===== src/rtl/sram_arbiter_if.sv =====
// Bus bundle between the Wishbone decode, the selected design and the
// dffram macro. The arbiter sits on the slave modport. The master modport
// is the surrounding environment: Wishbone master, design and SRAM macro.
interface sram_arbiter_if #(
   parameter int ADDR_W = 6,
   parameter int DATA_W = 8
);
   logic              wbs_cyc_i;
   logic              wbs_stb_i;
   logic              wbs_we_i;
   logic [31:0]       wbs_adr_i;
   logic [31:0]       wbs_dat_i;
   logic [31:0]       wbs_dat_o;
   logic              wbs_ack_o;
   logic              dsn_en;
   logic              dsn_req;
   logic              dsn_we;
   logic [ADDR_W-1:0] dsn_addr;
   logic [DATA_W-1:0] dsn_wdata;
   logic [DATA_W-1:0] dsn_rdata;
   logic              dsn_ack;
   logic              sram_cen;
   logic              sram_gwen;
   logic [ADDR_W-1:0] sram_a;
   logic [DATA_W-1:0] sram_d;
   logic [DATA_W-1:0] sram_q;

   modport slave (
      input  wbs_cyc_i, wbs_stb_i, wbs_we_i, wbs_adr_i, wbs_dat_i,
      output wbs_dat_o, wbs_ack_o,
      input  dsn_en, dsn_req, dsn_we, dsn_addr, dsn_wdata,
      output dsn_rdata, dsn_ack,
      output sram_cen, sram_gwen, sram_a, sram_d,
      input  sram_q
   );

   modport master (
      output wbs_cyc_i, wbs_stb_i, wbs_we_i, wbs_adr_i, wbs_dat_i,
      input  wbs_dat_o, wbs_ack_o,
      output dsn_en, dsn_req, dsn_we, dsn_addr, dsn_wdata,
      input  dsn_rdata, dsn_ack,
      input  sram_cen, sram_gwen, sram_a, sram_d,
      output sram_q
   );
endinterface


===== src/rtl/sram_arbiter.sv =====
// Shares the 64x8 dffram between Wishbone and one design port.
// Every access is IDLE(grant) -> ACCESS(SRAM enabled) -> RESP(ack) -> GAP.
// Handshake: a requester holds its request (cyc&stb&sel, or req&en) until it
// sees its ack, which is high for exactly one cycle (RESP); requests are only
// sampled in IDLE, and address/data/we are latched at the grant edge.
// A starvation counter forces Wishbone through after STARVE_LIMIT design
// grants made while Wishbone was waiting.
module sram_arbiter #(
   parameter int ADDR_W       = 6,
   parameter int DATA_W       = 8,
   parameter int STARVE_LIMIT = 4,
   parameter int WB_SEL_BIT   = 16
) (
   input  logic          wb_clk_i,
   input  logic          wb_rst_n,
   sram_arbiter_if.slave bus,
   output logic [1:0]    grant,
   output logic [1:0]    dbg_state,
   output logic [7:0]    dbg_starve_cnt
);
   localparam int CNT_W = $clog2(STARVE_LIMIT + 1);
   localparam logic [1:0] GR_NONE = 2'b00;
   localparam logic [1:0] GR_WB   = 2'b01;
   localparam logic [1:0] GR_DSN  = 2'b10;

   typedef enum logic [1:0] {IDLE, ACCESS, RESP, GAP} state_t;

   state_t            state, next_state;
   logic [1:0]        owner;
   logic              we_q;
   logic [CNT_W-1:0]  starve_cnt;
   logic [DATA_W-1:0] wb_rd_hold;
   logic [DATA_W-1:0] dsn_rd_hold;
   logic              wb_req, d_req;
   logic              win_wb, win_dsn;
   logic              rd_resp;
   logic              unused_bits;

   assign wb_req = bus.wbs_cyc_i & bus.wbs_stb_i & bus.wbs_adr_i[WB_SEL_BIT];
   assign d_req  = bus.dsn_req & bus.dsn_en;

   // Only a handful of Wishbone address/data bits are decoded here.
   assign unused_bits = ^{bus.wbs_adr_i, bus.wbs_dat_i};

   // State register.
   always_ff @(posedge wb_clk_i or negedge wb_rst_n) begin
      if (!wb_rst_n) state <= IDLE;
      else           state <= next_state;
   end

   // Next state and winner selection; design wins ties unless starved-out.
   always_comb begin
      next_state = state;
      win_wb     = 1'b0;
      win_dsn    = 1'b0;
      case (state)
         IDLE: begin
            if (wb_req && d_req) begin
               if (starve_cnt == CNT_W'(STARVE_LIMIT)) win_wb  = 1'b1;
               else                                    win_dsn = 1'b1;
            end else if (wb_req) begin
               win_wb = 1'b1;
            end else if (d_req) begin
               win_dsn = 1'b1;
            end
            if (win_wb || win_dsn) next_state = ACCESS;
         end
         ACCESS:  next_state = RESP;
         RESP:    next_state = GAP;
         GAP:     next_state = IDLE;
         default: next_state = IDLE;
      endcase
   end

   // Grant latching, registered SRAM drive, starvation count and read holds.
   always_ff @(posedge wb_clk_i or negedge wb_rst_n) begin
      if (!wb_rst_n) begin
         owner       <= GR_NONE;
         we_q        <= 1'b0;
         starve_cnt  <= '0;
         bus.sram_cen  <= 1'b1;
         bus.sram_gwen <= 1'b1;
         bus.sram_a    <= '0;
         bus.sram_d    <= '0;
         wb_rd_hold  <= '0;
         dsn_rd_hold <= '0;
      end else begin
         case (state)
            IDLE: begin
               if (win_wb) begin
                  owner         <= GR_WB;
                  we_q          <= bus.wbs_we_i;
                  bus.sram_cen  <= 1'b0;
                  bus.sram_gwen <= ~bus.wbs_we_i;
                  bus.sram_a    <= bus.wbs_adr_i[ADDR_W+1:2];
                  bus.sram_d    <= bus.wbs_dat_i[DATA_W-1:0];
                  starve_cnt    <= '0;
               end else if (win_dsn) begin
                  owner         <= GR_DSN;
                  we_q          <= bus.dsn_we;
                  bus.sram_cen  <= 1'b0;
                  bus.sram_gwen <= ~bus.dsn_we;
                  bus.sram_a    <= bus.dsn_addr;
                  bus.sram_d    <= bus.dsn_wdata;
                  if (wb_req && starve_cnt != CNT_W'(STARVE_LIMIT))
                     starve_cnt <= starve_cnt + CNT_W'(1);
               end
            end
            ACCESS: begin
               bus.sram_cen  <= 1'b1;
               bus.sram_gwen <= 1'b1;
            end
            RESP: begin
               owner <= GR_NONE;
               if (!we_q && owner == GR_WB)  wb_rd_hold  <= bus.sram_q;
               if (!we_q && owner == GR_DSN) dsn_rd_hold <= bus.sram_q;
            end
            default: ;
         endcase
      end
   end

   // sram_q is valid during RESP, so read data bypasses the hold register then.
   assign rd_resp       = (state == RESP) && !we_q;
   assign bus.wbs_ack_o = (state == RESP) && (owner == GR_WB);
   assign bus.dsn_ack   = (state == RESP) && (owner == GR_DSN);
   assign bus.wbs_dat_o = (rd_resp && owner == GR_WB)
                          ? {{(32-DATA_W){1'b0}}, bus.sram_q}
                          : {{(32-DATA_W){1'b0}}, wb_rd_hold};
   assign bus.dsn_rdata = (rd_resp && owner == GR_DSN) ? bus.sram_q : dsn_rd_hold;
   assign grant          = owner;
   assign dbg_state      = state;
   assign dbg_starve_cnt = 8'(starve_cnt);
endmodule


===== src/flat_wrapper.sv =====
// flat-port wrapper written by rule: the top's interface ports become plain ports
module sram_arbiter_flat 
#(
   parameter int ADDR_W       = 6,
   parameter int DATA_W       = 8,
   parameter int STARVE_LIMIT = 4,
   parameter int WB_SEL_BIT   = 16
)
  (wb_clk_i, wb_rst_n, grant, dbg_state, dbg_starve_cnt, bus_wbs_cyc_i, bus_wbs_stb_i, bus_wbs_we_i, bus_wbs_adr_i, bus_wbs_dat_i, bus_wbs_dat_o, bus_wbs_ack_o, bus_dsn_en, bus_dsn_req, bus_dsn_we, bus_dsn_addr, bus_dsn_wdata, bus_dsn_rdata, bus_dsn_ack, bus_sram_cen, bus_sram_gwen, bus_sram_a, bus_sram_d, bus_sram_q);
  sram_arbiter_if #(.ADDR_W(ADDR_W), .DATA_W(DATA_W)) bus_i ();
  input  logic wb_clk_i;
  input  logic wb_rst_n;
  output logic [1:0] grant;
  output logic [1:0] dbg_state;
  output logic [7:0] dbg_starve_cnt;
  input wire logic [$bits(bus_i.wbs_cyc_i)-1:0] bus_wbs_cyc_i;
  input wire logic [$bits(bus_i.wbs_stb_i)-1:0] bus_wbs_stb_i;
  input wire logic [$bits(bus_i.wbs_we_i)-1:0] bus_wbs_we_i;
  input wire logic [$bits(bus_i.wbs_adr_i)-1:0] bus_wbs_adr_i;
  input wire logic [$bits(bus_i.wbs_dat_i)-1:0] bus_wbs_dat_i;
  output wire logic [$bits(bus_i.wbs_dat_o)-1:0] bus_wbs_dat_o;
  output wire logic [$bits(bus_i.wbs_ack_o)-1:0] bus_wbs_ack_o;
  input wire logic [$bits(bus_i.dsn_en)-1:0] bus_dsn_en;
  input wire logic [$bits(bus_i.dsn_req)-1:0] bus_dsn_req;
  input wire logic [$bits(bus_i.dsn_we)-1:0] bus_dsn_we;
  input wire logic [$bits(bus_i.dsn_addr)-1:0] bus_dsn_addr;
  input wire logic [$bits(bus_i.dsn_wdata)-1:0] bus_dsn_wdata;
  output wire logic [$bits(bus_i.dsn_rdata)-1:0] bus_dsn_rdata;
  output wire logic [$bits(bus_i.dsn_ack)-1:0] bus_dsn_ack;
  output wire logic [$bits(bus_i.sram_cen)-1:0] bus_sram_cen;
  output wire logic [$bits(bus_i.sram_gwen)-1:0] bus_sram_gwen;
  output wire logic [$bits(bus_i.sram_a)-1:0] bus_sram_a;
  output wire logic [$bits(bus_i.sram_d)-1:0] bus_sram_d;
  input wire logic [$bits(bus_i.sram_q)-1:0] bus_sram_q;
  assign bus_i.wbs_cyc_i = bus_wbs_cyc_i;
  assign bus_i.wbs_stb_i = bus_wbs_stb_i;
  assign bus_i.wbs_we_i = bus_wbs_we_i;
  assign bus_i.wbs_adr_i = bus_wbs_adr_i;
  assign bus_i.wbs_dat_i = bus_wbs_dat_i;
  assign bus_wbs_dat_o = bus_i.wbs_dat_o;
  assign bus_wbs_ack_o = bus_i.wbs_ack_o;
  assign bus_i.dsn_en = bus_dsn_en;
  assign bus_i.dsn_req = bus_dsn_req;
  assign bus_i.dsn_we = bus_dsn_we;
  assign bus_i.dsn_addr = bus_dsn_addr;
  assign bus_i.dsn_wdata = bus_dsn_wdata;
  assign bus_dsn_rdata = bus_i.dsn_rdata;
  assign bus_dsn_ack = bus_i.dsn_ack;
  assign bus_sram_cen = bus_i.sram_cen;
  assign bus_sram_gwen = bus_i.sram_gwen;
  assign bus_sram_a = bus_i.sram_a;
  assign bus_sram_d = bus_i.sram_d;
  assign bus_i.sram_q = bus_sram_q;
  sram_arbiter #(.ADDR_W(ADDR_W), .DATA_W(DATA_W), .STARVE_LIMIT(STARVE_LIMIT), .WB_SEL_BIT(WB_SEL_BIT)) u_core (.wb_clk_i(wb_clk_i), .wb_rst_n(wb_rst_n), .bus(bus_i), .grant(grant), .dbg_state(dbg_state), .dbg_starve_cnt(dbg_starve_cnt));
endmodule

===== config.mk =====
export PLATFORM = sky130hd
export DESIGN_NAME = sram_arbiter_flat
export DESIGN_NICKNAME = d
export VERILOG_FILES = /design/src/rtl/sram_arbiter_if.sv /design/src/rtl/sram_arbiter.sv /design/src/flat_wrapper.sv
export SDC_FILE = /design/constraint.sdc
export NUM_CORES = 1
export LEC_CHECK = 0
export ABC_AREA = 1
export CORE_ASPECT_RATIO = 2
export CORE_MARGIN = 2
export CORE_UTILIZATION = 32
export DETAILED_ROUTE_END_ITERATION = 6
export PLACE_DENSITY = 0.79
export SYNTH_ARGS = -nofsm -noshare
export SYNTH_HDL_FRONTEND = slang
export SYNTH_SLANG_ARGS = --single-unit

===== constraint.sdc =====
create_clock -name wb_clk_i -period 1.6 [get_ports wb_clk_i]
set_input_delay 0.4 -clock wb_clk_i [delete_from_list [all_inputs] [get_ports wb_clk_i]]
set_output_delay 0.4 -clock wb_clk_i [all_outputs]
set_load 0.03 [all_outputs]

==> results.txt <==
Implementation status.

- The flow ran to the end, but the final reports show violations.
- The final reports fail on setup timing.
- Of the post-synthesis cell area, the part taken by muxes is 0%.
- The part of the cycle the worst path needs is 129.5%.
- The async set-reset flop share out of synthesis is 100.0%.
- Once detail routing completed, the nets flagged for antenna violations numbered 0.
- The setup slack at placement is -218.6 ps.
- Compared with the post-synthesis result, the final layout area differs by 72.29%.
- The summed standard-cell area reported by yosys is 2316 um^2.
- After the first detailed-routing iteration, the DRC count stood at 71.
- The total number of cells along the worst setup path is 8.
- The design area is 3990 um^2.
- The timing report gives the biggest stage delay along the critical path as 410 ps.
- Per the OpenROAD power report, switching power amounts to around 3.1 mW.
- The post-cts hold buffer count is 0.
- By area the synthesized netlist is led by dfrtp_1 41%, nand2_1 12%, buf_4 10%.
- The most common logic cells in the final layout are 59 x nand2_1, 44 x inv_1, 43 x clkdlybuf4s50_1.
- The source of the worst register-to-register timing path is u_core.dbg_state[1].
- The total of warnings raised by yosys is 0.
- The starting density of the core is between 30% and 40%.
- The clock network fraction of design power is 17.1%.
- Summing the areas of all compound-gate instances in the mapped netlist gives between 8 and 9% of the synthesized area.
- The row count is 43.
- Cells fill around 57% of the core in the end.
- The post-synthesis cell count from yosys is 299.
- The total die size is 7975 um^2.
- The worst-case reg-to-reg setup slack stands at 50 ps.
- Each instance of the synthesized netlist takes up on average approximately 7.7 um^2.
- The cell-mix breakdown from Yosys lists the XOR/XNOR area share as 0%.
- For this block, the routed nets add up to 6.162 mm of wire.
- The final setup slack of the worst path is -472.2 ps.
- Looking at the worst setup and hold paths, the clock pins of their registers show a slew of about 60 ps.
- In the final report, the number of hold violations comes to 0.
- The post-synth count of flops with an enable pin is 0.
- The endpoint type of the worst setup path is an output port.
- The number of max-cap violations is 0.
- The length in cells of the worst reg-to-reg path is 10.
- The H-tree depth is 2.
- The floorplan core area is 6994 um^2.
- The post-synthesis register bit count is 40.
- The worst setup path is launched from a flop.
- The fraction of synthesized cell area taken by the top area cell type is 41.06%.
- The prevailing logic family in the synthesized netlist is simple AND/OR/NAND/NOR gates.
- The skew report gives the latency at the later pin of the worst-skew pair as 280 ps.
- The cell with the largest stage delay on the worst path is dfrtp_2.
- The relative contribution of sequential cells to total power is 25.7%.
- The power per unit of standard cell area is 1774 nW/um^2.
- Detailed routing inserted a total of 2,225 vias.
- STA lists the endpoint of the worst register-to-register path as u_core.bus.sram_d[4].
- The count of tool warnings is 82.
- The leakage power of the design is 2.032 nW.
- For this run, the final setup violation count is recorded as 18.
- The synthesized instance count is 299.
- According to the report, the first pass of detailed routing completed in 4 iterations.
- The cell type that accounts for the most area after synthesis is dfrtp_1.
- The most common cell in the synthesized netlist is nand2_1.
- The quantity of I/O buffers inserted on ports is 85.
- TritonCTS built the clock tree.
- The sequential cell area is 1006 um^2.
-- what timing repair did --
item,in CTS,in global routing
cloned,0,4
pin swaps,1,7
resized,46,18
setup buffers,1,6
setup endpoints to repair,37,40
-- sequential cells by signal, indices dropped and copies added, names as in the netlist --
signal,cells
u_core.bus.sram_cen,1
u_core.bus.sram_gwen,1
u_core.bus.sram_d,8
u_core.dbg_state,2
u_core.bus.sram_a,6
u_core.dsn_rd_hold,8
u_core.wb_rd_hold,8
u_core.starve_cnt,3
u_core.we_q,1
u_core.grant,2
-- through the flow --
stage / TNS, ps / hold slack (ps) / std cells / power, mW
after floorplan: -4797 / 104.4 / 327 / 4.191
after global placement: -3825 / 366.6 / 490 / 5.580
after detailed placement: -4391 / 370.8 / 490 / 5.676
after CTS: -8056 / 62.46 / 499 / 6.966
after global routing: -9061 / 82.02 / 506 / 7.485
final: -7793 / 49.25 / 506 / 7.078
-- routing by layer --
metal  wire, um  GRT usage, %
met1       2210         14.75
met3        324         3.162
met4        117         6.008
met5          0             0
met2       3509         27.08
-- logic make-up (layout without fill, tap and decap cells) --
group / after synthesis / in the layout
fa+ha+maj: 6 / 6
flops: 40 / 40
simple gates: 124 / 125
compound gates: 40 / 40
buf+inv: 88 / 176
other cells: 1 / 29
-- area by class of cell --
class,instances,area share [%]
clock buffer,7,3.826
tap,90,2.822
sequential,40,25.21
inverter,49,4.672
multi-input combinational,200,32.33
clock inverter,1,0.7526
timing repair buffer,119,30.39
-- power groups by stage --
stage / Combinational [mW] / Sequential [mW] / Clock, mW
floorplan: 1.95 / 2.24 / 0
global placement: 3.83 / 1.75 / 0
detailed placement: 3.91 / 1.77 / 0
CTS: 3.92 / 1.80 / 1.24
global route: 4.34 / 1.87 / 1.27
finish: 4.05 / 1.82 / 1.21
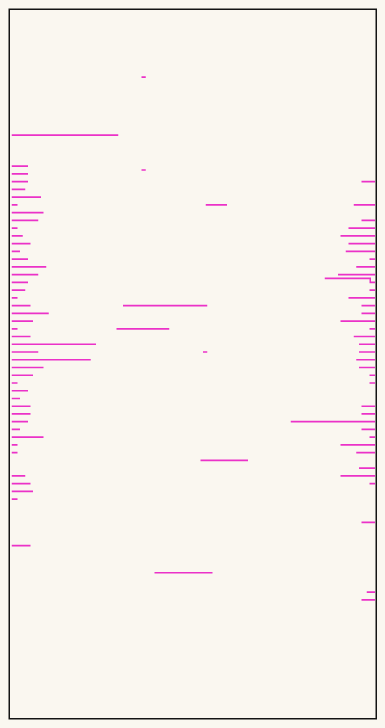
layer_met3.png
The layer holds 5.3% of the routed length. 83 nets have wire on it. The wires run mostly horizontal.

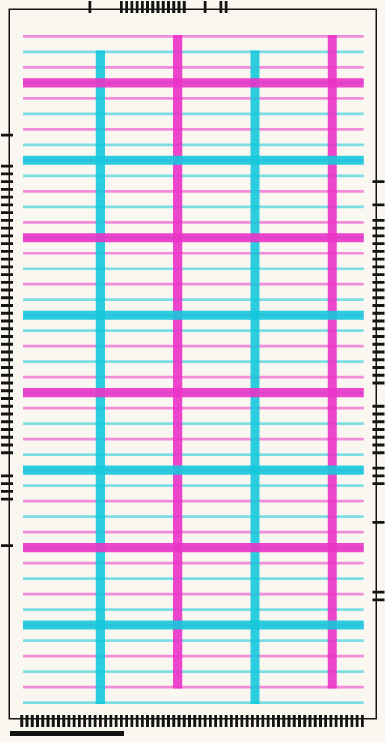
power_grid.png
The bar under the picture is 20 um long. Pins as bars on the die edge.
Key: VSS = cyan; VDD = magenta
164 signal pins sit on the boundary. The core has 43 rows.

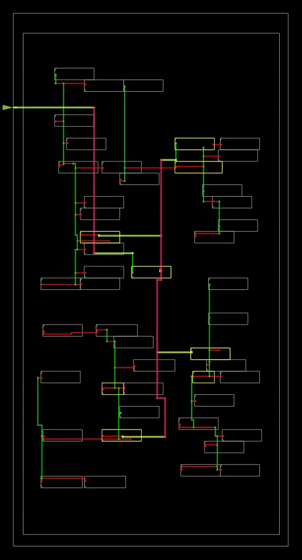
clocks.png
clock group power: 1.21 mW
Num CTS Buffers: 5
sequential cells: 40
layout clock buffer count: 7
number of clock sinks seen by CTS: 40

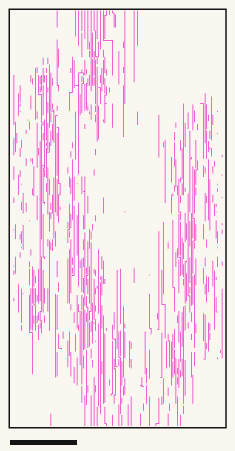
layer_met2.png
The bar under the picture is 20 um long.
384 nets have wire on it. The longest straight run is 39.1 um. The wires run mostly vertical. The layer carries 3,510 um of wire. The layer holds 57% of the routed length.

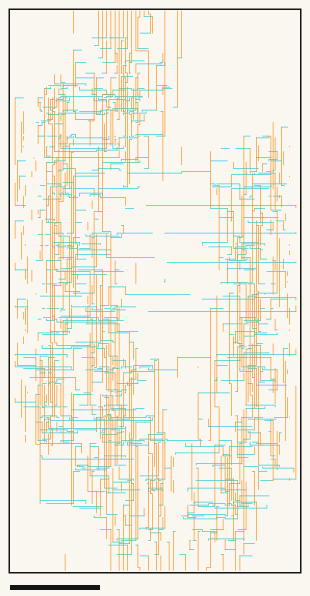
wires.png
The bar under the picture is 20 um long. Only two layers are drawn.
Key: metal 1 = cyan [wire length 2,210 um]; metal 2 = orange [wire length 3,510 um]

Power is estimated from default activity; no workload was simulated.
